[src/rtl/uart_pkt_pkg.sv]
// Shared constants and state encoding for the UART packet framer.
// Optional feature macro: UART_PKT_CHECKSUM_EN (adds the SEND_CSUM state).
package uart_pkt_pkg;

  // First byte of every packet on the wire.
  localparam logic [7:0] SYNC_BYTE = 8'h55;

  // Cycles from the fifo_re strobe to valid fifo_data.
  localparam int FIFO_RD_LATENCY = 2;

  typedef enum logic [3:0] {
    IDLE,
    RD_REQ,
    RD_WAIT,
    RD_CAP,
    SEND_SYNC,
    SEND_LEN,
    SEND_DATA,
`ifdef UART_PKT_CHECKSUM_EN
    SEND_CSUM,
`endif
    WAIT_DONE
  } state_t;

endpackage

[src/rtl/uart_pkt_framer.sv]
// Drains bytes from the decoder FIFO into a payload buffer and frames them
// for uart_tx as: SYNC, length, payload[0..n-1] (, XOR checksum).
// A packet goes out when the buffer is full or after IDLE_TIMEOUT cycles of
// an empty FIFO with a partial buffer.
// Optional feature macro: UART_PKT_CHECKSUM_EN (appends XOR of length+payload).
module uart_pkt_framer
  import uart_pkt_pkg::*;
#(
  parameter int MAX_PAYLOAD  = 16,
  parameter int IDLE_TIMEOUT = 1024
) (
  input  logic       clk,
  input  logic       rst_n,
  input  logic       fifo_empty,
  input  logic       fifo_we,
  input  logic [7:0] fifo_data,
  output logic       fifo_re,
  output logic       tx_dv,
  output logic [7:0] tx_byte,
  input  logic       tx_done,
  output logic       busy,
  output logic [15:0] pkt_count
);

  localparam int IDX_W  = (MAX_PAYLOAD > 1) ? $clog2(MAX_PAYLOAD) : 1;
  localparam int IC_W   = $clog2(IDLE_TIMEOUT + 1);
  localparam int PIPE_W = FIFO_RD_LATENCY - 1;

  localparam logic [7:0]      MAX_CNT = 8'(MAX_PAYLOAD);
  localparam logic [IC_W-1:0] IC_MAX  = IC_W'(IDLE_TIMEOUT);

  state_t            state_reg;
  state_t            state_next;
  state_t            last_sent_reg;   // which SEND_* state WAIT_DONE is waiting on
  logic [7:0]        count_reg;       // bytes buffered for the current packet
  logic [IC_W-1:0]   idle_cnt_reg;
  logic [7:0]        data_idx_reg;    // payload byte currently on the wire
  logic [7:0]        tx_byte_reg;
  logic [15:0]       pkt_count_reg;
  logic [PIPE_W-1:0] rd_pipe_reg;     // tracks the outstanding read strobe
  logic [7:0]        send_byte;
  logic              last_payload;
  logic              pkt_done;
  logic [7:0]        buffer_mem [MAX_PAYLOAD];
`ifdef UART_PKT_CHECKSUM_EN
  logic [7:0]        csum_reg;
`endif

  assign last_payload = (data_idx_reg == count_reg - 8'd1);
  assign busy         = (state_reg != IDLE);
  assign tx_byte      = send_byte;
  assign pkt_count    = pkt_count_reg;

  // State register.
  always_ff @(posedge clk or negedge rst_n) begin
    if (!rst_n) begin
      state_reg <= IDLE;
    end else begin
      state_reg <= state_next;
    end
  end

  // Next-state decode plus the strobes and the byte presented to uart_tx.
  always_comb begin
    state_next = state_reg;
    fifo_re    = 1'b0;
    tx_dv      = 1'b0;
    send_byte  = tx_byte_reg;
    pkt_done   = 1'b0;
    case (state_reg)
      IDLE: begin
        if ((count_reg == MAX_CNT) ||
            (count_reg != 8'd0 && idle_cnt_reg == IC_MAX)) begin
          state_next = SEND_SYNC;
        end else if (!fifo_empty && !fifo_we && count_reg < MAX_CNT) begin
          state_next = RD_REQ;
        end
      end
      RD_REQ: begin
        fifo_re    = 1'b1;
        state_next = RD_WAIT;
      end
      RD_WAIT: begin
        if (rd_pipe_reg[PIPE_W-1]) begin
          state_next = RD_CAP;
        end
      end
      RD_CAP: begin
        state_next = IDLE;
      end
      SEND_SYNC: begin
        tx_dv      = 1'b1;
        send_byte  = SYNC_BYTE;
        state_next = WAIT_DONE;
      end
      SEND_LEN: begin
        tx_dv      = 1'b1;
        send_byte  = count_reg;
        state_next = WAIT_DONE;
      end
      SEND_DATA: begin
        tx_dv      = 1'b1;
        send_byte  = buffer_mem[data_idx_reg[IDX_W-1:0]];
        state_next = WAIT_DONE;
      end
`ifdef UART_PKT_CHECKSUM_EN
      SEND_CSUM: begin
        tx_dv      = 1'b1;
        send_byte  = csum_reg;
        state_next = WAIT_DONE;
      end
`endif
      WAIT_DONE: begin
        if (tx_done) begin
          case (last_sent_reg)
            SEND_SYNC: state_next = SEND_LEN;
            SEND_LEN:  state_next = SEND_DATA;
            SEND_DATA: begin
              if (!last_payload) begin
                state_next = SEND_DATA;
              end else begin
`ifdef UART_PKT_CHECKSUM_EN
                state_next = SEND_CSUM;
`else
                state_next = IDLE;
                pkt_done   = 1'b1;
`endif
              end
            end
`ifdef UART_PKT_CHECKSUM_EN
            SEND_CSUM: begin
              state_next = IDLE;
              pkt_done   = 1'b1;
            end
`endif
            default: state_next = IDLE;
          endcase
        end
      end
      default: state_next = IDLE;
    endcase
  end

  // Packet bookkeeping: buffer fill level, idle timer, byte sequencing, counters.
  always_ff @(posedge clk or negedge rst_n) begin
    if (!rst_n) begin
      count_reg     <= 8'd0;
      idle_cnt_reg  <= '0;
      data_idx_reg  <= 8'd0;
      tx_byte_reg   <= 8'd0;
      pkt_count_reg <= 16'd0;
      last_sent_reg <= IDLE;
      rd_pipe_reg   <= '0;
`ifdef UART_PKT_CHECKSUM_EN
      csum_reg      <= 8'd0;
`endif
    end else begin
      rd_pipe_reg <= (rd_pipe_reg << 1) | PIPE_W'(fifo_re);

      if (state_reg == RD_CAP || count_reg == 8'd0) begin
        idle_cnt_reg <= '0;
      end else if (state_reg == IDLE && fifo_empty && idle_cnt_reg != IC_MAX) begin
        idle_cnt_reg <= idle_cnt_reg + 1'b1;
      end

      if (state_reg == RD_CAP) begin
        count_reg <= count_reg + 8'd1;
      end

      if (tx_dv) begin
        tx_byte_reg   <= send_byte;
        last_sent_reg <= state_reg;
      end

      if (state_reg == SEND_LEN) begin
        data_idx_reg <= 8'd0;
`ifdef UART_PKT_CHECKSUM_EN
        csum_reg     <= count_reg;
`endif
      end

`ifdef UART_PKT_CHECKSUM_EN
      if (state_reg == SEND_DATA) begin
        csum_reg <= csum_reg ^ send_byte;
      end
`endif

      if (state_reg == WAIT_DONE && tx_done &&
          last_sent_reg == SEND_DATA && !last_payload) begin
        data_idx_reg <= data_idx_reg + 8'd1;
      end

      if (pkt_done) begin
        count_reg     <= 8'd0;
        pkt_count_reg <= pkt_count_reg + 16'd1;
      end
    end
  end

  // Payload storage; contents are don't-care until written, so no reset.
  always_ff @(posedge clk) begin
    if (state_reg == RD_CAP) begin
      buffer_mem[count_reg[IDX_W-1:0]] <= fifo_data;
    end
  end

endmodule

[config.mk]
export PLATFORM = sky130hd
export DESIGN_NAME = uart_pkt_framer
export DESIGN_NICKNAME = d
export VERILOG_FILES = /design/src/rtl/uart_pkt_pkg.sv /design/src/rtl/uart_pkt_framer.sv
export SDC_FILE = /design/constraint.sdc
export NUM_CORES = 1
export LEC_CHECK = 0
export ABC_AREA = 1
export CAP_MARGIN = 30
export CORE_MARGIN = 2
export CORE_UTILIZATION = 30
export DETAILED_ROUTE_END_ITERATION = 8
export GPL_ROUTABILITY_DRIVEN = 0
export PLACE_DENSITY = 0.42
export SYNTH_ARGS = -nofsm -noshare
export SYNTH_HDL_FRONTEND = slang
export SYNTH_SLANG_ARGS = --single-unit
export TNS_END_PERCENT = 5
[constraint.sdc]
create_clock -name clk -period 6.15 [get_ports clk]
set_clock_uncertainty 0.1 [all_clocks]
set_input_delay 1.5375 -clock clk [delete_from_list [all_inputs] [get_ports clk]]
set_output_delay 1.5375 -clock clk [all_outputs]
set_load 0.02 [all_outputs]
Fig. 1: run 1, floorplan with the power grid
Pins as bars on the die edge. Tap cells in gray.
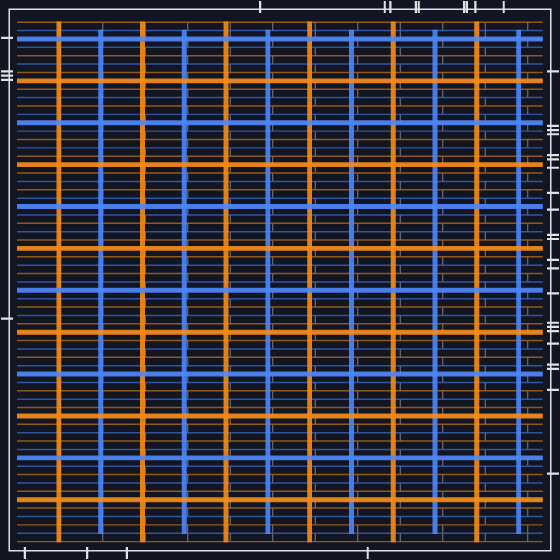
VDD: marked blue. VSS: marked orange.
The core has 62 rows. 384 tap cells. 12 straps on met5.
Die Span Y: 175 um
Core Area: 28,800 um2
Chip Width: 175 um

Fig. 2: run 1, cell classes on the final placement
Scale bar: 50 um. Fill, decap, tap and diode cells in gray.
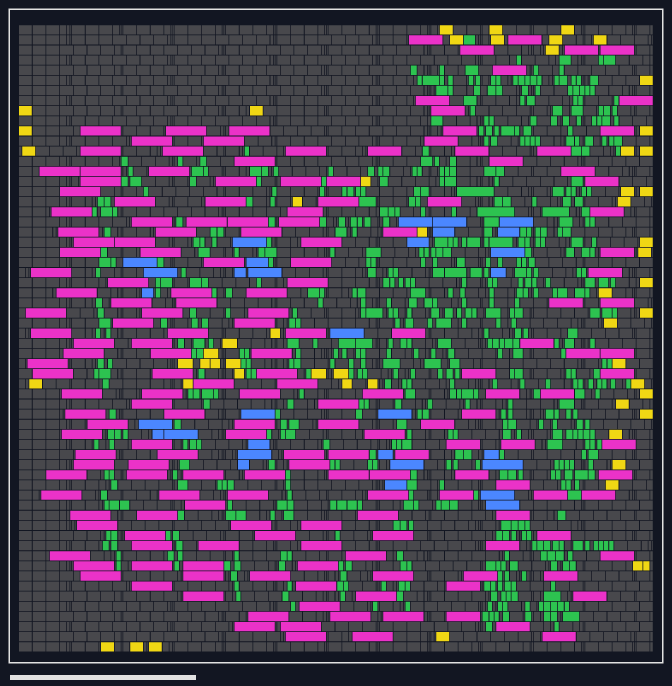
registers: marked magenta, cells 186, share of their area 54%. remaining buffers and delay cells: marked yellow, cells 56, share of their area 5.5%. clock drivers and dummy loads: marked blue, cells 31, share of their area 6.3%. remaining logic cells: marked green, cells 664, share of their area 34%.
std cell rows: 62
Final Util: 35.8%
Seq area share: 51.4%
Finished Cell Area: 10,300 um2

Fig. 3: run 1, clock wires, drivers and flops
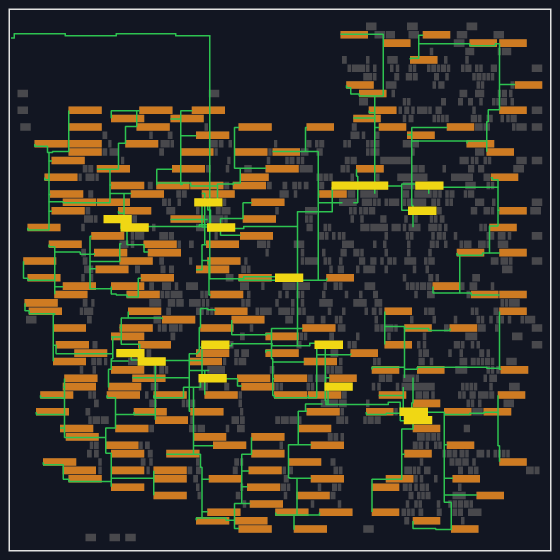
clock-net drivers: marked yellow, count 17. flip-flops: marked orange, count 186. clock wires: marked green, length 2,530 um.
There are 18 routed clock nets.
share of power burned in the clock network: 33.6%
clk ins delay skew pair: 430 ps

==> CHANGELOG.md, run 1 <==
### Physical design

* Drt first-iter violations at 414
* First-pass GRT wire length at 36,200 um
* Seq share, synth at 60.1%
* DR WL met2 at 10,500 um
* Comb area leader: simple AND/OR/NAND/NOR gates
* Port bufs at 39
* Worst hold margin at 399 ps
* Fraction of cell area in non-clock buffers at 5.20%
* R2r startpoint: data_idx_reg[3]
* Gate Count Post-Synth at 879
* Fmax at 200 MHz
* Peak supply drop at 0.192 mV
* Top cells by count: nor2_1, nand2_1, edfxtp_1
* Filler instances at 2,926
* Via-to-Cell Ratio at 4.75
* Final ANT Viol Nets at 0
* CTS Buf Count at 17
* CP Launch Point: data_idx_reg[0]
* Vias at 6,278
* Seq group at 1.54 mW
* Hold crit path type: reg2reg
* Max reg flops at 128
* Worst-margin pin slew at 1030 ps
* Pre-CTS setup slack at 1530 ps
* CTS sink count at 186
* Sequential Power Share at 45.3%
* Comb/total area at 29.6%
* Met2 Usage GRT at 24.5%
* Register Area at 5300 um2
* Fin crit share at 81.4%
* Synth Net Count at 901
* Adder Share, Synth at 1.28%
* GR Util met1 at 21.6%
* Slew margin rel. at 31.3%
* Top area cells in the synthesized netlist: edfxtp_1, dfrtp_1, nor2_1, nand2_1, o21ai_0
* Placed instance count at 1,290
* Synth-to-Final Area Change at 17.0%
* Ys cells at 879
* Chip area at 30,700 um2
* CP Class: reg2out
* Worst reg-to-reg setup slack at 3400 ps
* Synth unique cells at 42
* Lkg Pwr at 3.85 nW
* Max-Cap Viols at 0
* Met3 global-route usage at 3.42%
* Comb gate area at 3050 um2
* Number of H-tree levels at 4
* Net Sw Power at 1.11 mW
* Dpl hpwl at 15,400 um
* Tool warnings at 31
* Time the worst path needs with I/O delays and setup at 5000 ps
* PnR worst setup slack at 1150 ps
* Worst-path clk slew at 80 ps
* CP Capture Point: tx_byte[3]
* Xor+xnor area frac at 2.40%
* Top_reg_cell synth: edfxtp_1
* Setup-failing EPs final at 0
* Yosys stat area at 8810 um2
* Max Used Layer: met4
* Status: finished clean
* CP Depth at 9
* Hold path cells at 2
* Share of flip-flops with an asynchronous set or reset at 31.2%
* R2r worst-path depth at 10
* Synth mux share at 0%
* Non-clk invs at 85
* Registers, synthesis at 186
* Worst hold path endpoint: last_sent_reg[2]
* Metal-1 WL at 11,100 um
* HP Start: last_sent_reg[2]
* Internal power at 2.29 mW
* DRT Pass-1 Iters at 5
* Switching Fraction at 32.6%
* Flop count at 186
* Logic Gate Count at 579
* EDFF count, synth at 128
* Top Layout Cells: nor2_1, nand2_1, edfxtp_1
* Net count, final at 947
* CP required at 4510 ps
* P_clk at 1.14 mW
* Final wirelength at 22,700 um
* Compound Share, Synth at 10.6%
* RSZ-0062 raised after global routing: no
* Non-filler instance count after layout at 1,321
* Routed wl met3 at 823 um
* DR WL/cell at 17.2 um
* Most frequent cell after synthesis: nor2_1
* FF-to-FF End: pkt_count[2]
* Gr usage total at 15.5%
* CTS tree: yes
* Gate power share at 21.0%
* Total power per unit cell area at 330 nW/um2
* Clkbuf count at 17
* Max stage delay on crit path at 630 ps
* Vias in the first global route at 6,234
* Drc violations at 0
* Biggest consumer: sequential cells
==> run 1 -> run 2 <==
==> constraint.sdc (replaced) <==
create_clock -name clk -period 5 [get_ports clk]
set_clock_uncertainty 0.1 [all_clocks]
set_input_delay 1.25 -clock clk [delete_from_list [all_inputs] [get_ports clk]]
set_output_delay 1.25 -clock clk [all_outputs]
set_load 0.02 [all_outputs]
==> run 2 against run 1 <==
- setup slack got worse by 470 ps
- first-iteration DRC count fell by 11%
- synthesized area did not move
- final cell count rose by 0.38%
- sequential power rose by 23%
- clock power rose by about 20%
- core utilization barely moved
- global-route usage barely moved
- combinational power rose by 23%
- design area rose by 0.12%
==> CHANGELOG.md, run 2 <==
### Physical design

* Non-clk invs at 85 (unchanged)
* Biggest consumer: sequential cells
* Synth unique cells at 42 (unchanged)
* CP Launch Point: data_idx_reg[0]
* Metal-1 WL at 11,300 um (+2.0%)
* Status: finished clean
* Final wirelength at 22,900 um (+0.82%)
* Port bufs at 39 (unchanged)
* Worst reg-to-reg setup slack at 2490 ps (-910 ps)
* Net count, final at 951 (+0.42%)
* Comb pwr at 0.879 mW
* Top Layout Cells: nor2_1, nand2_1, edfxtp_1
* Setup-failing EPs final at 0 (unchanged)
* Filler instances at 2,878 (-1.6%)
* Met3 global-route usage at 3.85% (+0.43 points)
* Hold path cells at 2 (unchanged)
* Adder Share, Synth at 1.28% (unchanged)
* Fraction of cell area in non-clock buffers at 5.65% (+0.45 points)
* Lkg Pwr at 3.86 nW (+0.38%)
* Most frequent cell after synthesis: nor2_1
* Chip Width at 175 um (unchanged)
* EDFF count, synth at 128 (unchanged)
* Crit path max-delay cell type: clkdlybuf4s50_1
* Max Used Layer: met4
* Synth mux share at 0% (unchanged)
* HP Start: last_sent_reg[2]
* Number of H-tree levels at 4 (unchanged)
* CTS tree: yes
* Final ANT Viol Nets at 0 (unchanged)
* Total power per unit cell area at 401 nW/um2 (+22%)
* Dpl hpwl at 15,700 um (+1.6%)
* Max stage delay on crit path at 650 ps (+20 ps)
* PnR worst setup slack at 681 ps (-465 ps)
* Final Util at 35.9% (+0.044 points)
* Worst hold margin at 387 ps (-11.7 ps)
* Met2 Usage GRT at 23.9% (-0.61 points)
* Gate power share at 21.2% (+0.2 points)
* Finished Cell Area at 10,300 um2 (+0.12%)
* CTS Buf Count at 17 (unchanged)
* CTS sink count at 186 (unchanged)
* Net Sw Power at 1.32 mW (+19%)
* Compound Share, Synth at 10.6% (unchanged)
* Vias at 6,251 (-0.43%)
* Seq area share at 51.3% (-0.062 points)
* Die Span Y at 175 um (unchanged)
* DR WL met2 at 10,400 um (-0.52%)
* Logic Gate Count at 579 (unchanged)
* RSZ-0062 raised after global routing: no
* R2r worst-path depth at 11 (+1)
* Worst hold path endpoint: last_sent_reg[2]
* Clk ins delay skew pair at 440 ps (about the same)
* Registers, synthesis at 186 (unchanged)
* Fin crit share at 86.4%
* Xor+xnor area frac at 2.40% (unchanged)
* CP required at 3650 ps (-860 ps)
* CP arrival at 2970 ps
* Worst-path clk slew at 80 ps (about the same)
* Gate Count Post-Synth at 879 (unchanged)
* Gr usage total at 15.4% (-0.036 points)
* Clkbuf count at 19 (+2)
* Share of flip-flops with an asynchronous set or reset at 31.2% (unchanged)
* Time the worst path needs with I/O delays and setup at 4320 ps
* Drt first-iter violations at 369 (-11%)
* Switching Fraction at 31.9% (-0.74 points)
* Register Area at 5300 um2 (unchanged)
* Synth Net Count at 901 (unchanged)
* GR Util met1 at 21.9% (+0.23 points)
* DRT Pass-1 Iters at 5 (unchanged)
* CP Class: reg2out
* Max-Cap Viols at 0 (unchanged)
* FF-to-FF End: pkt_count[2]
* Slew margin rel. at 26.4% (-4.9 points)
* Drc violations at 0 (unchanged)
* R2r startpoint: count_reg[0]
* Seq group at 1.89 mW (+23%)
* First-pass GRT wire length at 36,000 um (-0.52%)
* Hold crit path type: reg2reg
* Worst-margin pin slew at 1100 ps (+72.9 ps)
* Pre-CTS setup slack at 1110 ps (-423 ps)
* Top area cells in the synthesized netlist: edfxtp_1, dfrtp_1, nor2_1, nand2_1, o21ai_0
* Largest type area fraction at 43.6%
* Core Area at 28,800 um2 (unchanged)
* Max reg flops at 128 (unchanged)
* Yosys stat area at 8810 um2 (unchanged)
* Non-filler instance count after layout at 1,326 (+0.38%)
* Comb area leader: simple AND/OR/NAND/NOR gates
* CP Depth at 9 (unchanged)
* Routed wl met3 at 982 um (+19%)
* Seq share, synth at 60.1% (unchanged)
* P_clk at 1.37 mW (+20%)
* Fmax at 232 MHz
* Top_reg_cell synth: edfxtp_1
* Via-to-Cell Ratio at 4.71 (-0.81%)
* Comb gate area at 3050 um2 (unchanged)
* Vias in the first global route at 6,133 (-1.6%)
* Chip area at 30,700 um2 (unchanged)
* Sequential Power Share at 45.7% (+0.4 points)
* Synth-to-Final Area Change at 17.2%
* Std cell rows at 62 (unchanged)
Fig. 4: run 2, cell outlines without signal wires
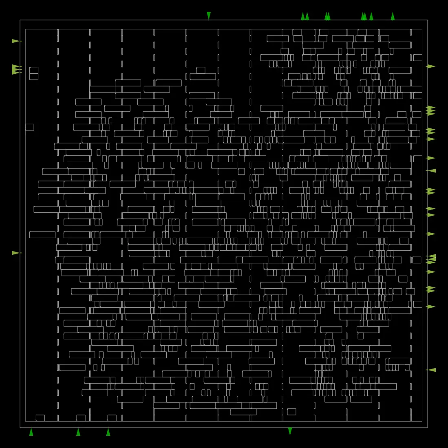
flop count: 186
Tapcells: 384

Fig. 5: run 2, floorplan with the power grid
Pins as bars on the die edge. Tap cells in gray.
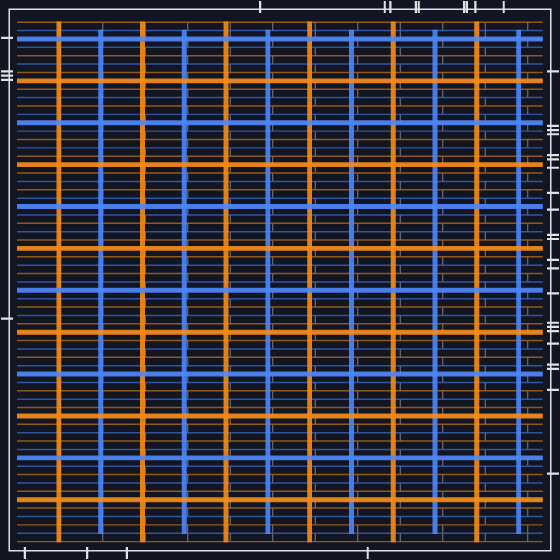
VSS: marked orange. VDD: marked blue.
12 straps on met5. The core has 62 rows. 63 met1 rails follow the rows.
peak supply drop: 0.243 mV

==> run 2 -> run 3 <==
--- a/config.mk
+++ b/config.mk
@@ -9,6 +9,7 @@
 export CAP_MARGIN = 30
 export CORE_MARGIN = 2
 export CORE_UTILIZATION = 30
+export CTS_BUF_LIST = sky130_fd_sc_hd__clkbuf_8 sky130_fd_sc_hd__clkbuf_16
 export DETAILED_ROUTE_END_ITERATION = 8
 export GPL_ROUTABILITY_DRIVEN = 0
 export PLACE_DENSITY = 0.42
==> run 3 against run 2 <==
- global-route usage stayed put
- first-iteration DRC count stayed put
- wire length stayed put
- total power stayed put
- final cell count stayed put
- worst hold slack stayed put
==> CHANGELOG.md, run 3 <==
### Physical design

* Vias at 6,251 (unchanged)
* Vias in the first global route at 6,133 (unchanged)
* CTS Buf Count at 17 (unchanged)
* Leading area contributor after synthesis: edfxtp_1
* CP Class: reg2out
* Chip area at 30,700 um2 (unchanged)
* Lkg Pwr at 3.86 nW (unchanged)
* Clkbuf count at 19 (unchanged)
* Max Used Layer: met4
* Worst reg-to-reg setup slack at 2490 ps (about the same)
* Core Area at 28,800 um2 (unchanged)
* DR WL met2 at 10,400 um (unchanged)
* CP Depth at 9 (unchanged)
* Hold path cells at 2 (unchanged)
* Logic Gate Count at 579 (unchanged)
* Std cell rows at 62 (unchanged)
* Synth mux share at 0% (unchanged)
* DP Area at 9730 um2
* Setup-failing EPs final at 0 (unchanged)
* Metal-1 WL at 11,300 um (unchanged)
* Yosys stat area at 8810 um2 (unchanged)
* Biggest Area Class: registers
* Share of flip-flops with an asynchronous set or reset at 31.2% (unchanged)
* Drc violations at 0 (unchanged)
* Fraction of cell area in non-clock buffers at 5.65% (unchanged)
* Dpl hpwl at 15,700 um (unchanged)
* Xor+xnor area frac at 2.40% (unchanged)
* Routed wl met3 at 982 um (unchanged)
* Worst-margin pin slew at 1100 ps (unchanged)
* Seq share, synth at 60.1% (unchanged)
* Top_reg_cell synth: edfxtp_1
* Worst-path clk slew at 80 ps (about the same)
* Synth unique cells at 42 (unchanged)
* Number of H-tree levels at 4 (unchanged)
* GR Util met1 at 21.9% (unchanged)
* EDFF count, synth at 128 (unchanged)
* Biggest consumer: sequential cells
* Synth Net Count at 901 (unchanged)
* PnR worst setup slack at 681 ps (unchanged)
* Most frequent cell after synthesis: nor2_1
* Placed instance count at 1,294
* Register Area at 5300 um2 (unchanged)
* Non-clk invs at 85 (unchanged)
* Met3 global-route usage at 3.85% (unchanged)
* Comb/total area at 29.6%
* Switching Fraction at 31.9% (unchanged)
* HP Start: last_sent_reg[2]
* Adder Share, Synth at 1.28% (unchanged)
* Top area cells in the synthesized netlist: edfxtp_1, dfrtp_1, nor2_1, nand2_1, o21ai_0
* Final wirelength at 22,900 um (unchanged)
* Worst hold margin at 387 ps (unchanged)
* CP required at 3650 ps (about the same)
* Clk ins delay skew pair at 440 ps (about the same)
* FF-to-FF End: pkt_count[2]
* Max reg flops at 128 (unchanged)
* Cell mode on critical path: nand2_1
* Die Span Y at 175 um (unchanged)
* Hold crit path type: reg2reg
* DRT Pass-1 Iters at 5 (unchanged)
* RSZ-0062 raised after global routing: no
* Gate power share at 21.2% (about the same)
* Sequential Power Share at 45.7% (about the same)
* Port bufs at 39 (unchanged)
* Gate Count Post-Synth at 879 (unchanged)
* CP arrival at 2970 ps (about the same)
* Fin crit share at 86.4% (unchanged)
* Via-to-Cell Ratio at 4.71 (unchanged)
* Pin count of the biggest net entering global routing at 67
* Synth-to-Final Area Change at 17.2% (unchanged)
* Chip Width at 175 um (unchanged)
* Ant. Diodes at 0
* CTS sink count at 186 (unchanged)
* Slew margin rel. at 26.4% (unchanged)
* Crit path max-delay cell type: clkdlybuf4s50_1
* Net count, final at 951 (unchanged)
* Fmax at 232 MHz (unchanged)
* Crit path max fanout at 34
* CTS tree: yes
* Top cells by count: nor2_1, nand2_1, edfxtp_1
* R2r worst-path depth at 11 (unchanged)
* R2r startpoint: count_reg[0]
* Flop count at 186 (unchanged)
* Top Layout Cells: nor2_1, nand2_1, edfxtp_1
* Gr usage total at 15.4% (unchanged)
* Final ANT Viol Nets at 0 (unchanged)
* Comb pwr at 0.879 mW (about the same)
* Seq group at 1.89 mW (about the same)
* Net Sw Power at 1.32 mW (unchanged)
* Pre-CTS setup slack at 1110 ps (unchanged)
* Met2 Usage GRT at 23.9% (unchanged)
* CP Launch Point: data_idx_reg[0]
* First-pass GRT wire length at 36,000 um (unchanged)
* Largest type area fraction at 43.6% (unchanged)
* Comb area leader: simple AND/OR/NAND/NOR gates
* Fp_density at 30.6%
* GR peak layer: met2
* Worst hold path endpoint: last_sent_reg[2]
* Total power per unit cell area at 401 nW/um2 (unchanged)
* P_clk at 1.37 mW (about the same)
* Time the worst path needs with I/O delays and setup at 4320 ps (unchanged)
* Registers, synthesis at 186 (unchanged)
* Status: finished clean
* Peak supply drop at 0.243 mV (unchanged)
* Comb gate area at 3050 um2 (unchanged)
* Max-Cap Viols at 0 (unchanged)
* Compound Share, Synth at 10.6% (unchanged)
* Drt first-iter violations at 369 (unchanged)
* Max stage delay on crit path at 650 ps (about the same)
* Tapcells at 384 (unchanged)
* Share of layout cells above drive strength 1 at 11.6%
Fig. 6: run 3, cell classes on the final placement
Scale bar: 50 um. Fill, decap, tap and diode cells in gray.
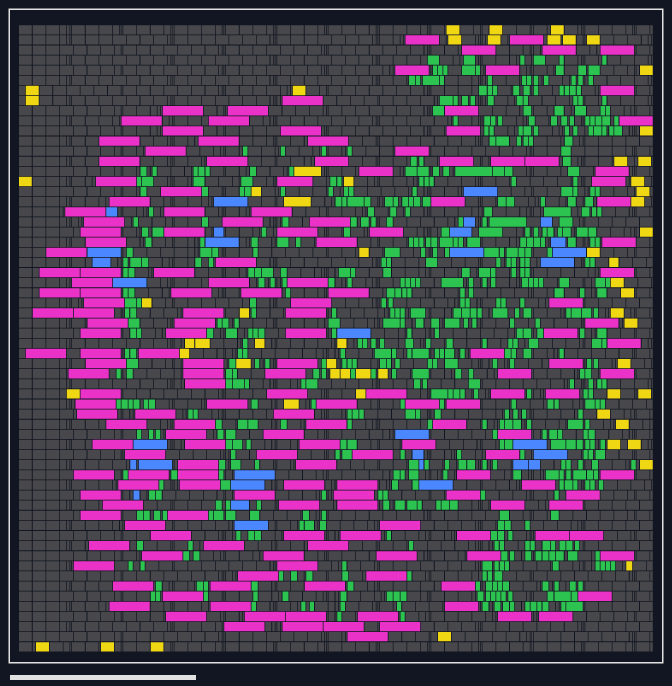
clock drivers and dummy loads: marked blue, cells 32, share of their area 6.0%. registers: marked magenta, cells 186, share of their area 54%. remaining logic cells: marked green, cells 664, share of their area 34%. remaining buffers and delay cells: marked yellow, cells 60, share of their area 5.9%.
Final Util: 35.9%
Finished Cell Area: 10,300 um2
Seq area share: 51.3%

Fig. 7: run 3, cell outlines without signal wires
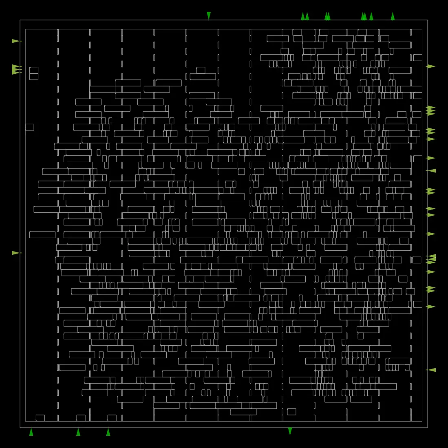
filler instances: 2,878
non-filler instance count after layout: 1,326

No activity file was given, so power comes from the tool's default toggle rates.
